Fig. 1: metal 3
Bar = 20 um.
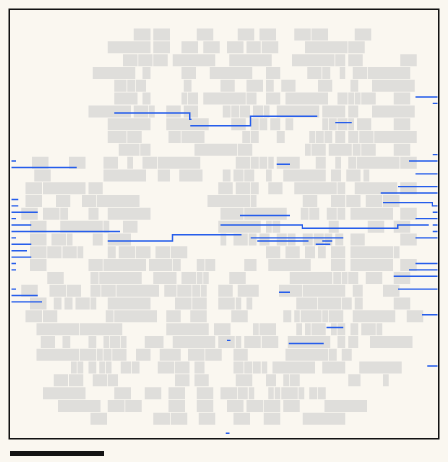
Fig. 2: signal wires on met1
Bar = 20 um. Supply wires on this layer in gray.
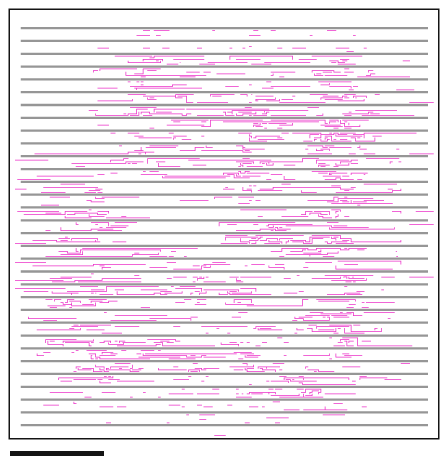
Fig. 3: a small window of the routed layout
Bar = 10 um. Region (48, 3) to (88, 43) um. Cells in gray, sequential cells in the stronger gray; small squares are vias.
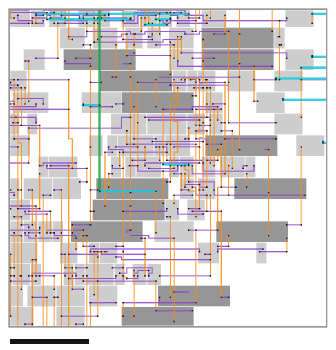
Fig. 4: logic cells by family
Bar = 20 um.
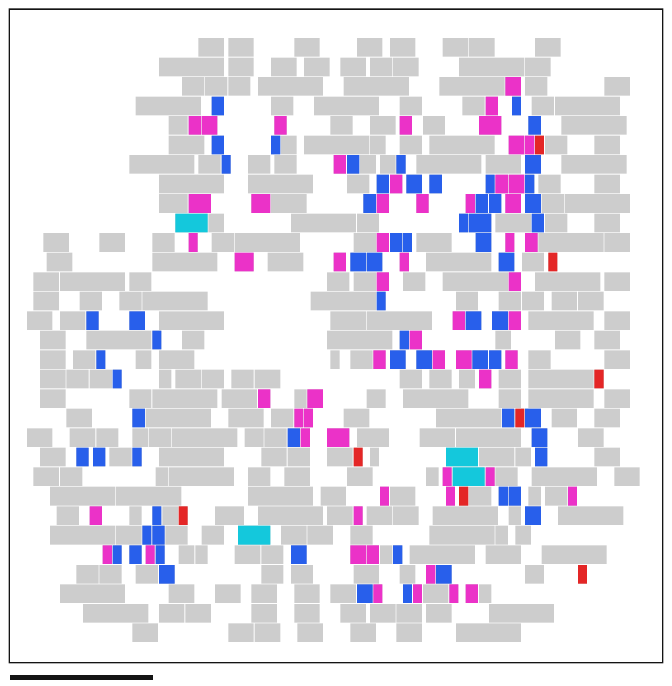
Fig. 5: routing congestion map
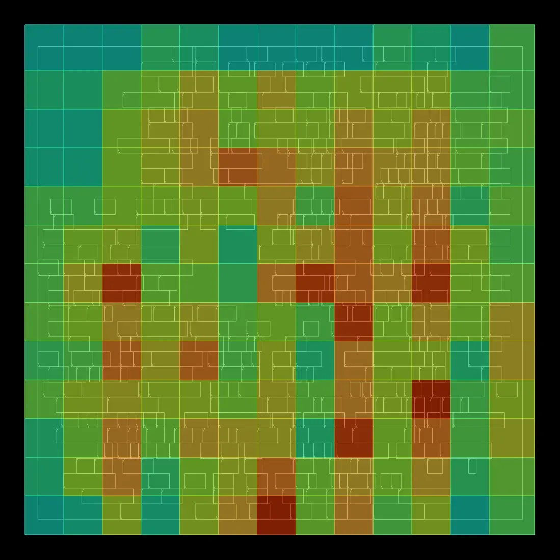
## config.mk

```make
export PLATFORM = sky130hd
export DESIGN_NAME = pipe_hazard_ctrl
export DESIGN_NICKNAME = d
export VERILOG_FILES = /design/src/rtl/pipe_hazard_ctrl.sv
export SDC_FILE = /design/constraint.sdc
export NUM_CORES = 1
export LEC_CHECK = 0
export CORE_MARGIN = 2
export CORE_UTILIZATION = 40
export CTS_BUF_LIST = sky130_fd_sc_hd__clkbuf_2 sky130_fd_sc_hd__clkbuf_4 sky130_fd_sc_hd__clkbuf_8
export DETAILED_ROUTE_END_ITERATION = 16
export PLACE_DENSITY = 0.69
export RECOVER_POWER = 100
export REMOVE_ABC_BUFFERS = 1
export SYNTH_ARGS = -nofsm -noshare
export SYNTH_HDL_FRONTEND = slang
export SYNTH_SLANG_ARGS = --single-unit
```

## constraint.sdc

```tcl
create_clock -name clk -period 5.85 [get_ports clk]
set_input_delay 1.17 -clock clk [delete_from_list [all_inputs] [get_ports clk]]
set_output_delay 1.17 -clock clk [all_outputs]
set_load 0.02 [all_outputs]
```

## src/rtl/pipe_hazard_ctrl.sv

```systemverilog
// Pipeline hazard controller: load-use, branch/jump, data-memory freeze and
// multi-cycle MDU stalls, with stall/flush statistics and an MDU abort timer.
module pipe_hazard_ctrl #(
    parameter int MDU_TIMEOUT = 63
) (
    input  logic        clk,
    input  logic        reset,
    input  logic [4:0]  ID_rs,
    input  logic [4:0]  ID_rt,
    input  logic        ID_uses_rt,
    input  logic        ID_jump,
    input  logic        EX_MemRead,
    input  logic [4:0]  EX_rd,
    input  logic        EX_branch_taken,
    input  logic        MDU_start,
    input  logic        MDU_done,
    input  logic        MEM_req,
    input  logic        MEM_ready,
    output logic        pc_write,
    output logic        stall_IF_ID,
    output logic        flush_IF,
    output logic        stall_ID_EX,
    output logic        flush_ID_EX,
    output logic        stall_EX_MEM,
    output logic        flush_EX_MEM,
    output logic        flush_MEM_WB,
    output logic [1:0]  ctrl_state,
    output logic [31:0] stall_count,
    output logic [15:0] flush_count,
    output logic        mdu_timeout
);

    typedef enum logic [1:0] {
        RUN      = 2'd0,
        MEM_WAIT = 2'd1,
        MDU_WAIT = 2'd2
    } state_t;

    localparam logic [5:0] TIMEOUT_V = 6'(MDU_TIMEOUT);

    state_t     state_q, state_d;
    logic [5:0] wait_cnt;
    logic [5:0] wait_next;
    logic       timeout_hit;
    logic       mem_freeze;
    logic       mdu_stall;
    logic       load_use;

    assign wait_next  = wait_cnt + 6'd1;
    assign mem_freeze = MEM_req & ~MEM_ready;
    assign mdu_stall  = ~MDU_done & (((state_q == RUN) & MDU_start) | (state_q == MDU_WAIT));
    assign load_use   = EX_MemRead & (EX_rd != 5'd0) &
                        ((EX_rd == ID_rs) | (ID_uses_rt & (EX_rd == ID_rt)));
    assign ctrl_state = state_q;

    // Priority rows are mutually exclusive, so a branch/jump seen during a
    // freeze is simply held upstream and flushes once the freeze lifts.
    always_comb begin
        pc_write     = 1'b1;
        stall_IF_ID  = 1'b0;
        flush_IF     = 1'b0;
        stall_ID_EX  = 1'b0;
        flush_ID_EX  = 1'b0;
        stall_EX_MEM = 1'b0;
        flush_EX_MEM = 1'b0;
        flush_MEM_WB = 1'b0;
        if (!reset) begin
            if (mem_freeze) begin
                pc_write     = 1'b0;
                stall_IF_ID  = 1'b1;
                stall_ID_EX  = 1'b1;
                stall_EX_MEM = 1'b1;
                flush_MEM_WB = 1'b1;
            end else if (mdu_stall) begin
                pc_write     = 1'b0;
                stall_IF_ID  = 1'b1;
                stall_ID_EX  = 1'b1;
                flush_EX_MEM = 1'b1;
            end else if (EX_branch_taken) begin
                flush_IF    = 1'b1;
                flush_ID_EX = 1'b1;
            end else if (ID_jump) begin
                flush_IF = 1'b1;
            end else if (load_use) begin
                pc_write    = 1'b0;
                stall_IF_ID = 1'b1;
                flush_ID_EX = 1'b1;
            end
        end
    end

    always_comb begin
        state_d     = state_q;
        timeout_hit = 1'b0;
        case (state_q)
            RUN: begin
                if (mem_freeze)
                    state_d = MEM_WAIT;
                else if (MDU_start && !MDU_done)
                    state_d = MDU_WAIT;
            end
            MEM_WAIT: begin
                if (!mem_freeze)
                    state_d = RUN;
            end
            MDU_WAIT: begin
                if (MDU_done) begin
                    state_d = RUN;
                end else if (wait_next == TIMEOUT_V) begin
                    state_d     = RUN;
                    timeout_hit = 1'b1;
                end
            end
            default: state_d = RUN;
        endcase
    end

    always_ff @(posedge clk or posedge reset) begin
        if (reset) begin
            state_q     <= RUN;
            wait_cnt    <= 6'd0;
            mdu_timeout <= 1'b0;
        end else begin
            state_q  <= state_d;
            // Counter sits at zero outside MDU_WAIT, which clears it on entry.
            wait_cnt <= (state_q == MDU_WAIT) ? wait_next : 6'd0;
            if (timeout_hit)
                mdu_timeout <= 1'b1;
        end
    end

    always_ff @(posedge clk or posedge reset) begin
        if (reset) begin
            stall_count <= 32'd0;
            flush_count <= 16'd0;
        end else begin
            if (!pc_write && (stall_count != 32'hFFFF_FFFF))
                stall_count <= stall_count + 32'd1;
            if (flush_IF && (flush_count != 16'hFFFF))
                flush_count <= flush_count + 16'd1;
        end
    end

endmodule

```

==> impl_metrics.csv <==
group,metric,value,unit
logic_synthesis,postSynthAreaPerCell,10.1,sq um
floorplan,floorplanUtilization,0.414,
status,status,"complete, but fails checks",
logic_synthesis,synthCells,299,
cells_and_area,flip_flop_count_of_the_largest_register_all_copies_and_words_added,32,
timing,slew_headroom,-0.982,
clocking,cts_hold_repair.buffers,0,
job,max-cap-violations,1,
worst_setup_path,cp_slowest_cell,"sky130_fd_sc_hd__a2111oi_0",
route,first_iter_violations,104,
clocking,tritoncts,"yes",
clocking,clk_pin_slew,0.06,ns
timing,worst_slack,0.904,ns
cells_and_area,n_antenna_cell,0,
logic_synthesis,synthAdderAreaFrac,0.0166,
logic_synthesis,synth_chip_area,3020,sq um
logic_synthesis,synth_async_sr_flop_share,1.00,
grt,globalRouteTotalUtil,0.176,
placed_design,placement.io_buffers,83,
logic_synthesis,syn-cell-area,3020,sq um
clocking,cts_inserted_buffers,9,
pwr,ir_worst_vdd,0.125,mV
status,violations_in_the_final_reports,"max-capacitance violations, max-slew violations",
timing,worst_hold_slack,0.467,ns
grt,grt.overflow.total,0,
job,warning_count,26,
pwr,total_power,1.05,mW
worst_setup_path,timing.critical_path.from_type,"primary input",
grt,grt_first_pass_wirelength,11700,um
placed_design,place_hpwl,4990,um
timing,timing_hold_violations_final,0,
logic_synthesis,synthDistinctLibCells,41,
logic_synthesis,ys.flops,57,
logic_synthesis,ys_cells,299,
clocking,cts-root-buf,"sky130_fd_sc_hd__clkbuf_8",
pwr,clkPwrFrac,0.332,
logic_synthesis,synth_top_area_cells,"sky130_fd_sc_hd__dfrtp_1 (47%), sky130_fd_sc_hd__xor2_1 (10%), sky130_fd_sc_hd__xnor2_1 (6.4%)",
worst_setup_path,reg2reg_slack,2.80,ns
clocking,htreeDepth,3,
cells_and_area,final_layout_size_suffix_gt1_frac,0.0536,
logic_synthesis,netlist_logic_family_top,"simple AND/OR/NAND/NOR gates",
grt,grt_antenna_before_repair,0,
worst_setup_path,timing.critical_path.to_type,"primary output",
timing,final-setup-viol-count,0,
worst_setup_path,worst_path_dominant_cell_family,"buffers and inverters",
cells_and_area,mi_logic_area,1470,sq um
pwr,total_switching_power,316,uW
cells_and_area,synthToLayoutAreaGrowth,35.6,%
clocking,post_cts_resize_count,0,
route,detail-route-antenna-nets,0,
route,vias,2496,
route,routed-wl-met3,349,um
route,wl_met2,3330,um
cells_and_area,reg_top3,"stall_count (32), flush_count (16), wait_cnt (6)",
route,drcViolationCount,0,
floorplan,core-area,7290,sq um
timing,max_clock_freq,0.202,GHz
pwr,cellPowerDensity,257,nW/um^2
floorplan,die_area,8260,sq um
logic_synthesis,dominantRegCellSynth,"sky130_fd_sc_hd__dfrtp_1",
timing,fin_setup_tns,0,ns
worst_setup_path,rr_endpoint,"stall_count[1]$_DFFE_PP0P_",
cells_and_area,postLayoutCoreUtil,0.562,
worst_setup_path,reg2reg_depth,7,
worst_setup_path,critPathKind,"primary input to primary output",
clocking,clockBufferDepth,2,
clocking,clkLatencyLatePin,0.34,ns
worst_setup_path,crit_top_cell,"sky130_fd_sc_hd__dlygate4sd3_1",
route,via_per_inst,5.08,
cells_and_area,seqCellArea,1430,sq um
route,maxUsedRoutingLayer,"met4",
pwr,swShare,0.300,
logic_synthesis,yosysMostFrequentCell,"sky130_fd_sc_hd__dfrtp_1",
placed_design,gp_congestion,0.790,
placed_design,dp_slack,1.17,ns
timing,timing.final.max_slew_violations,58,
pwr,power.leakage,1.98,nW
logic_synthesis,synth.cellmix.xorXnorShare,0.168,
worst_setup_path,critical_path.reg2reg.startpoint,"ctrl_state[1]$_DFFE_PP0P_",
worst_setup_path,critical_path_buf_inv_count,2,
route,met1Wirelength,2980,um
worst_setup_path,cp_max_fo,5,
pwr,seq_power_share,0.450,
pwr,proportion_of_power_drawn_by_combinational_gates,0.218,
timing,finalClockPeriodUsage,0.845,
logic_synthesis,synth-edff-count,0,
pwr,power.internal,738,uW
cells_and_area,fillCellCount,679,
floorplan,die.size.y,90.9,um
logic_synthesis,top_cell_area_share,0.472,
grt,globalRouteMet3Util,0.0543,
timing,rsz0062_at_grt,"false",
floorplan,placement_rows,31,
worst_setup_path,required,4.68,ns
About Fig. 1:
The longest straight run is 22.8 um. 44 nets have wire on it. The layer carries 349 um of wire.

About Fig. 2:
The wires run mostly horizontal. 365 nets have wire on it. The layer carries 2,980 um of wire. The longest straight run is 24.4 um. The layer holds 44% of the routed length.

About Fig. 3:
Key: cyan = metal 3; green = metal 4; orange = metal 2; purple = metal 1
Sequential cells in the window: 13. Netlist names of flops here include wait_cnt (6), stall_count (4), ctrl_state (2). Most frequent: dlygate4sd3_1 (15), dfrtp_1 (13), nor2_1 (10). 99 logic cells have their middle in the window.

About Fig. 4:
Key: magenta = NOR gates [cells 58, most used nor3_1]; blue = NAND gates [cells 64, most used nand3_1]; red = inverters [cells 8, most used inv_1]; cyan = adder and majority cells [cells 4, most used ha_1]

About Fig. 5:
layer with the highest usage after global routing: met2
GR met2 Demand/Resource: 0.289

layout make-up:
type / count / area share
sequential: 57 / 0.348
clock buffer: 14 / 0.0455
timing repair buffer: 86 / 0.207
multi-input combinational: 225 / 0.360
tap: 99 / 0.0302
clock inverter: 2 / 0.00244
inverter: 8 / 0.00733
cell usage in the layout (no fill, tap or decap), drive strengths merged, types with 4 or more instances in the layout:
cell type / count
and3: 6
nor2: 21
a21oi: 6
clkdlybuf4s50: 20
clkbuf: 16
dlygate4sd3: 63
dfrtp: 57
nor3: 25
nand2b: 4
nand3: 22
nor4: 5
inv: 8
xnor2: 22
nand4: 16
ha: 4
nand2: 21
and4: 9
xor2: 36
metrics by stage:
stage	area, sq um	cells
after global placement	3960	475
after global routing	4100	491
after CTS	4150	491
after detailed placement	3960	475
final	4100	491
after floorplan	2980	290
No activity file was given, so power comes from the tool's default toggle rates.
